$ cat src/rtl/sv_conv_group_sequencer.sv
`default_nettype none
// ============================================================================
//  Module      : sv_conv_group_sequencer
//  Description : Layer-level controller that walks the output-storage stage
//                through every filter group of one convolution layer. For
//                each group it programs the storage start offset, opens a
//                one-cycle reinit window, then releases the datapath until
//                storage reports conv_complete. The layer configuration is
//                latched at start and held for the whole layer.
//  Revision    : 1.0 - initial release
// ============================================================================
module sv_conv_group_sequencer #(
    parameter int ADDR_WIDTH     = 32,
    parameter int DIM_WIDTH      = 8,
    parameter int CNT_WIDTH      = 16,
    parameter int MACS_PER_GROUP = 4
) (
    input  logic                  clk,
    input  logic                  rst,
    input  logic                  start,
    input  logic                  abort,
    input  logic [CNT_WIDTH-1:0]  cfg_num_filters,
    input  logic [ADDR_WIDTH-1:0] cfg_base_offset,
    input  logic [ADDR_WIDTH-1:0] cfg_elements_per_channel,
    input  logic [DIM_WIDTH-1:0]  cfg_output_w,
    input  logic [DIM_WIDTH-1:0]  cfg_output_h,
    input  logic                  cfg_max_pooling,
    input  logic                  conv_complete,
    output logic                  conv_idle,
    output logic [ADDR_WIDTH-1:0] initial_offset,
    output logic [ADDR_WIDTH-1:0] elements_per_channel,
    output logic [DIM_WIDTH-1:0]  output_w,
    output logic [DIM_WIDTH-1:0]  output_h,
    output logic                  max_pooling,
    output logic                  group_start,
    output logic [CNT_WIDTH-1:0]  group_idx,
    output logic                  busy,
    output logic                  layer_done
);

    // MACS_PER_GROUP is a power of two, so division and multiplication by it
    // reduce to shifts.
    localparam int c_SHIFT = $clog2(MACS_PER_GROUP);

    localparam logic [2:0] c_ST_IDLE    = 3'd0;
    localparam logic [2:0] c_ST_SETUP   = 3'd1;
    localparam logic [2:0] c_ST_RUN     = 3'd2;
    localparam logic [2:0] c_ST_ADVANCE = 3'd3;
    localparam logic [2:0] c_ST_DONE    = 3'd4;

    logic [2:0]            r_state;
    logic                  r_conv_idle;
    logic [ADDR_WIDTH-1:0] r_initial_offset;
    logic [ADDR_WIDTH-1:0] r_elements_per_channel;
    logic [DIM_WIDTH-1:0]  r_output_w;
    logic [DIM_WIDTH-1:0]  r_output_h;
    logic                  r_max_pooling;
    logic                  r_group_start;
    logic [CNT_WIDTH-1:0]  r_group_idx;
    logic [CNT_WIDTH-1:0]  r_last_group;
    logic                  r_busy;
    logic                  r_layer_done;

    // Index of the final group is (n-1)/M, i.e. ceil(n/M)-1, which cannot
    // overflow for any nonzero n. Only used when cfg_num_filters != 0.
    logic [CNT_WIDTH-1:0]  w_last_group;
    logic [ADDR_WIDTH-1:0] w_stride;

    assign w_last_group = (cfg_num_filters - CNT_WIDTH'(1)) >> c_SHIFT;
    assign w_stride     = r_elements_per_channel << c_SHIFT;

    // Layer sequencing FSM; every output is updated alongside the state so
    // it is valid on the same cycle the state becomes current.
    always_ff @(posedge clk) begin
        if (rst) begin
            r_state                <= c_ST_IDLE;
            r_conv_idle            <= 1'b1;
            r_initial_offset       <= '0;
            r_elements_per_channel <= '0;
            r_output_w             <= '0;
            r_output_h             <= '0;
            r_max_pooling          <= 1'b0;
            r_group_start          <= 1'b0;
            r_group_idx            <= '0;
            r_last_group           <= '0;
            r_busy                 <= 1'b0;
            r_layer_done           <= 1'b0;
        end else begin
            r_group_start <= 1'b0;
            r_layer_done  <= 1'b0;
            if (abort) begin
                // Abort drops to IDLE silently; configuration and progress hold.
                r_state     <= c_ST_IDLE;
                r_conv_idle <= 1'b1;
                r_busy      <= 1'b0;
            end else begin
                case (r_state)
                    c_ST_IDLE: begin
                        r_conv_idle <= 1'b1;
                        if (start) begin
                            if (cfg_num_filters != '0) begin
                                r_elements_per_channel <= cfg_elements_per_channel;
                                r_output_w             <= cfg_output_w;
                                r_output_h             <= cfg_output_h;
                                r_max_pooling          <= cfg_max_pooling;
                                r_initial_offset       <= cfg_base_offset;
                                r_group_idx            <= '0;
                                r_last_group           <= w_last_group;
                                r_busy                 <= 1'b1;
                                r_state                <= c_ST_SETUP;
                            end else begin
                                // Empty layer: report completion without latching.
                                r_layer_done <= 1'b1;
                            end
                        end
                    end
                    c_ST_SETUP: begin
                        r_conv_idle   <= 1'b0;
                        r_group_start <= 1'b1;
                        r_state       <= c_ST_RUN;
                    end
                    c_ST_RUN: begin
                        // group_start marks the first RUN cycle, where a
                        // complete is still the previous group's stale flag.
                        if (conv_complete && !r_group_start) begin
                            r_conv_idle <= 1'b1;
                            if (r_group_idx == r_last_group) begin
                                r_layer_done <= 1'b1;
                                r_state      <= c_ST_DONE;
                            end else begin
                                r_initial_offset <= r_initial_offset + w_stride;
                                r_group_idx      <= r_group_idx + CNT_WIDTH'(1);
                                r_state          <= c_ST_ADVANCE;
                            end
                        end
                    end
                    c_ST_ADVANCE: begin
                        r_conv_idle   <= 1'b0;
                        r_group_start <= 1'b1;
                        r_state       <= c_ST_RUN;
                    end
                    c_ST_DONE: begin
                        r_conv_idle <= 1'b1;
                        r_busy      <= 1'b0;
                        r_state     <= c_ST_IDLE;
                    end
                    default: begin
                        r_conv_idle <= 1'b1;
                        r_busy      <= 1'b0;
                        r_state     <= c_ST_IDLE;
                    end
                endcase
            end
        end
    end

    assign conv_idle            = r_conv_idle;
    assign initial_offset       = r_initial_offset;
    assign elements_per_channel = r_elements_per_channel;
    assign output_w             = r_output_w;
    assign output_h             = r_output_h;
    assign max_pooling          = r_max_pooling;
    assign group_start          = r_group_start;
    assign group_idx            = r_group_idx;
    assign busy                 = r_busy;
    assign layer_done           = r_layer_done;

endmodule
`default_nettype wire

$ cat config.mk
export PLATFORM = sky130hd
export DESIGN_NAME = sv_conv_group_sequencer
export DESIGN_NICKNAME = d
export VERILOG_FILES = /design/src/rtl/sv_conv_group_sequencer.sv
export SDC_FILE = /design/constraint.sdc
export NUM_CORES = 1
export LEC_CHECK = 0
export ABC_AREA = 1
export CAP_MARGIN = 10
export CORE_UTILIZATION = 53
export DETAILED_ROUTE_END_ITERATION = 12
export HOLD_SLACK_MARGIN = 0.1
export MAX_ROUTING_LAYER = met4
export PLACE_DENSITY_LB_ADDON = 0.12
export SETUP_SLACK_MARGIN = 0.4
export SLEW_MARGIN = 20
export SYNTH_ARGS = -nofsm -noshare
export SYNTH_HDL_FRONTEND = slang
export SYNTH_SLANG_ARGS = --single-unit
$ cat constraint.sdc
create_clock -name clk -period 4.1 [get_ports clk]
set_input_delay 1.025 -clock clk [delete_from_list [all_inputs] [get_ports clk]]
set_output_delay 1.025 -clock clk [all_outputs]
set_load 0.03 [all_outputs]
==> reports/qor.yml <==
yosys:
  ys_sh_simple: 0.365
  ys_types: 35
  yosysSeqAreaShare: 0.319
  synthDominantAreaCellType: "dfxtp_1"
  floorplan.nets: 1321
  yosysMostFrequentCell: "nand2_1"
  aoi_share: 0.138
  ys_sh_mux: 0
  ys_top_cells_by_count: "323 x nand2_1, 204 x nor2_1, 121 x inv_1, 118 x dfxtp_1, 84 x o21ai_0"
  synth.avg_cell_area_um2: 6.24
  syn_area_um2: 7410
drt:
  firstDrtPassIters: 6
  routed_wl_um: 22800
  routed_wire_length_per_instance_um: 14.6
  ant_nets: 0
  vias: 8283
  drt_iter0_markers: 540
final_timing:
  setup_viol: 0
  tightest_slew_ns: 0.785
  slew_headroom: 0.474
  skew_ns: 0.00647
  layout_min_cycle_time_ns: 3.13
  fin_crit_sh: 0.764
  finalHoldViolCount: 0
finish:
  lay_top_count: "nand2_1"
  nNetsFinal: 1508
  drive_gt1_frac: 0.0613
  area_growth_pct: 35.8
power:
  pwr-share-seq: 0.373
  comb_power_share: 0.210
  pwr-share-clk: 0.417
  power_mw: 3.42
  p_sw_mw: 1.02
  ir_drop_uv: 317
critical_path:
  startpoint: "cfg_num_filters[2]"
  critical-path-slowest-cell: "inv_2"
  cp_num_cells: 12
  worst-path-buf-inv: 2
  worstPathMaxFanout: 33
  r2r_setup_slack_ns: 1.31
  r2r_start: "r_state[2]$_SDFFE_PP0P_"
  r2r-end: "initial_offset[15]$_SDFFE_PP0P_"
flow_run:
  warnings: 26
global_route:
  met2_usage: 0.563
  grt_overflow: 0
clocking:
  ctsHoldBuffers: 0
  postCtsSetupBuffers: 0
outcome:
  status: "complete, no violations"
placed_design:
  port_buffers: 202
hold_path:
  hold_path_class: "reg -> reg"
[final cells by class]
cell class              count  area (um2)
clock inverters            10        98.8
clock buffers              21         470
fillers                  1138        3390
well taps                 176         220
inverters                 128         480
multi-input cells         901        4370
flip-flops and latches    118        2360
repair buffers            209        2070
[metrics by stage]
stage	hold WS [ns]	cell area [um2]	instances	utilization	setup WS [ns]
after CTS	0.453	10100	1563	0.748	0.984
after global placement	0.441	9500	1532	0.706	0.757
after floorplan	0.425	7410	1188	-	1.86
after detailed placement	0.445	9500	1532	0.706	0.618
final	0.463	10100	1563	0.748	0.966
after global routing	0.481	10100	1563	0.748	0.777
[cells by family after synthesis]
family,count (synthesis)
flops,118
simple gates,654
buf+inv,169
fa+ha+maj,31
xor+xnor,27
compound gates,189
==> images/registers.png <==
Bar = 20 um. Other sequential cells in the stronger grey, the rest of the logic in the fainter grey.
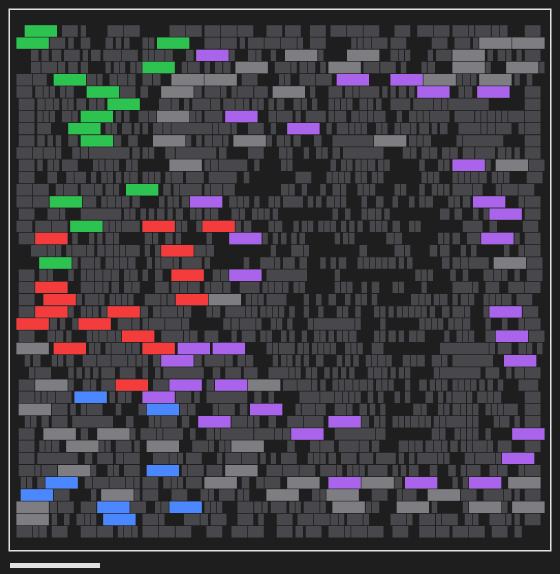
- r_last_group: green (flops 14; where upper left)
- group_idx: red (flops 16; where middle left)
- initial_offset: purple (flops 32)
- output_w: blue (flops 8; where lower left)
seq pwr: 1.27 mW
Final Util: 0.748

==> images/port_nets.png <==
Bar = 20 um.
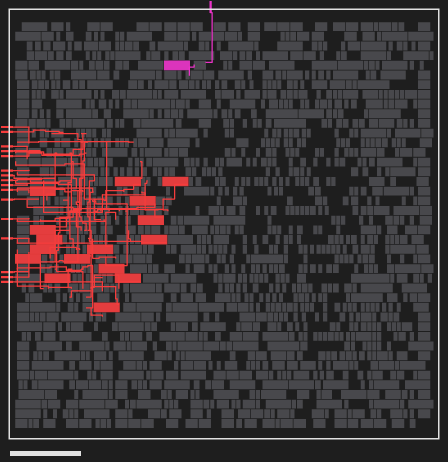
- group_start: magenta (bits 1; direction output; end cells 1; buffers 1; wire 21.2 um)
- group_idx: red (bits 16; direction output; end cells 16; buffers 16; wire 1100 um)

==> images/zoom.png <==
Bar = 10 um. Region (18, 18) to (43, 43) um. Cells in grey, sequential cells in the stronger grey; small squares are vias.
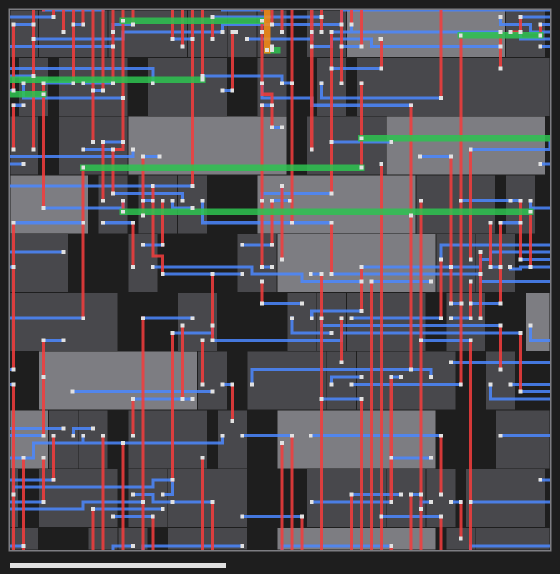
- met4: orange
- met2: red
- met1: blue
- met3: green
- netlist names of flops here include: initial_offset (3)
- cells with their middle in the window: 56
- sequential cells in the window: 7
- most frequent: clkdlybuf4s50_1 (13), nor2_1 (9), nand2_1 (9)

Power is estimated from default activity; no workload was simulated.
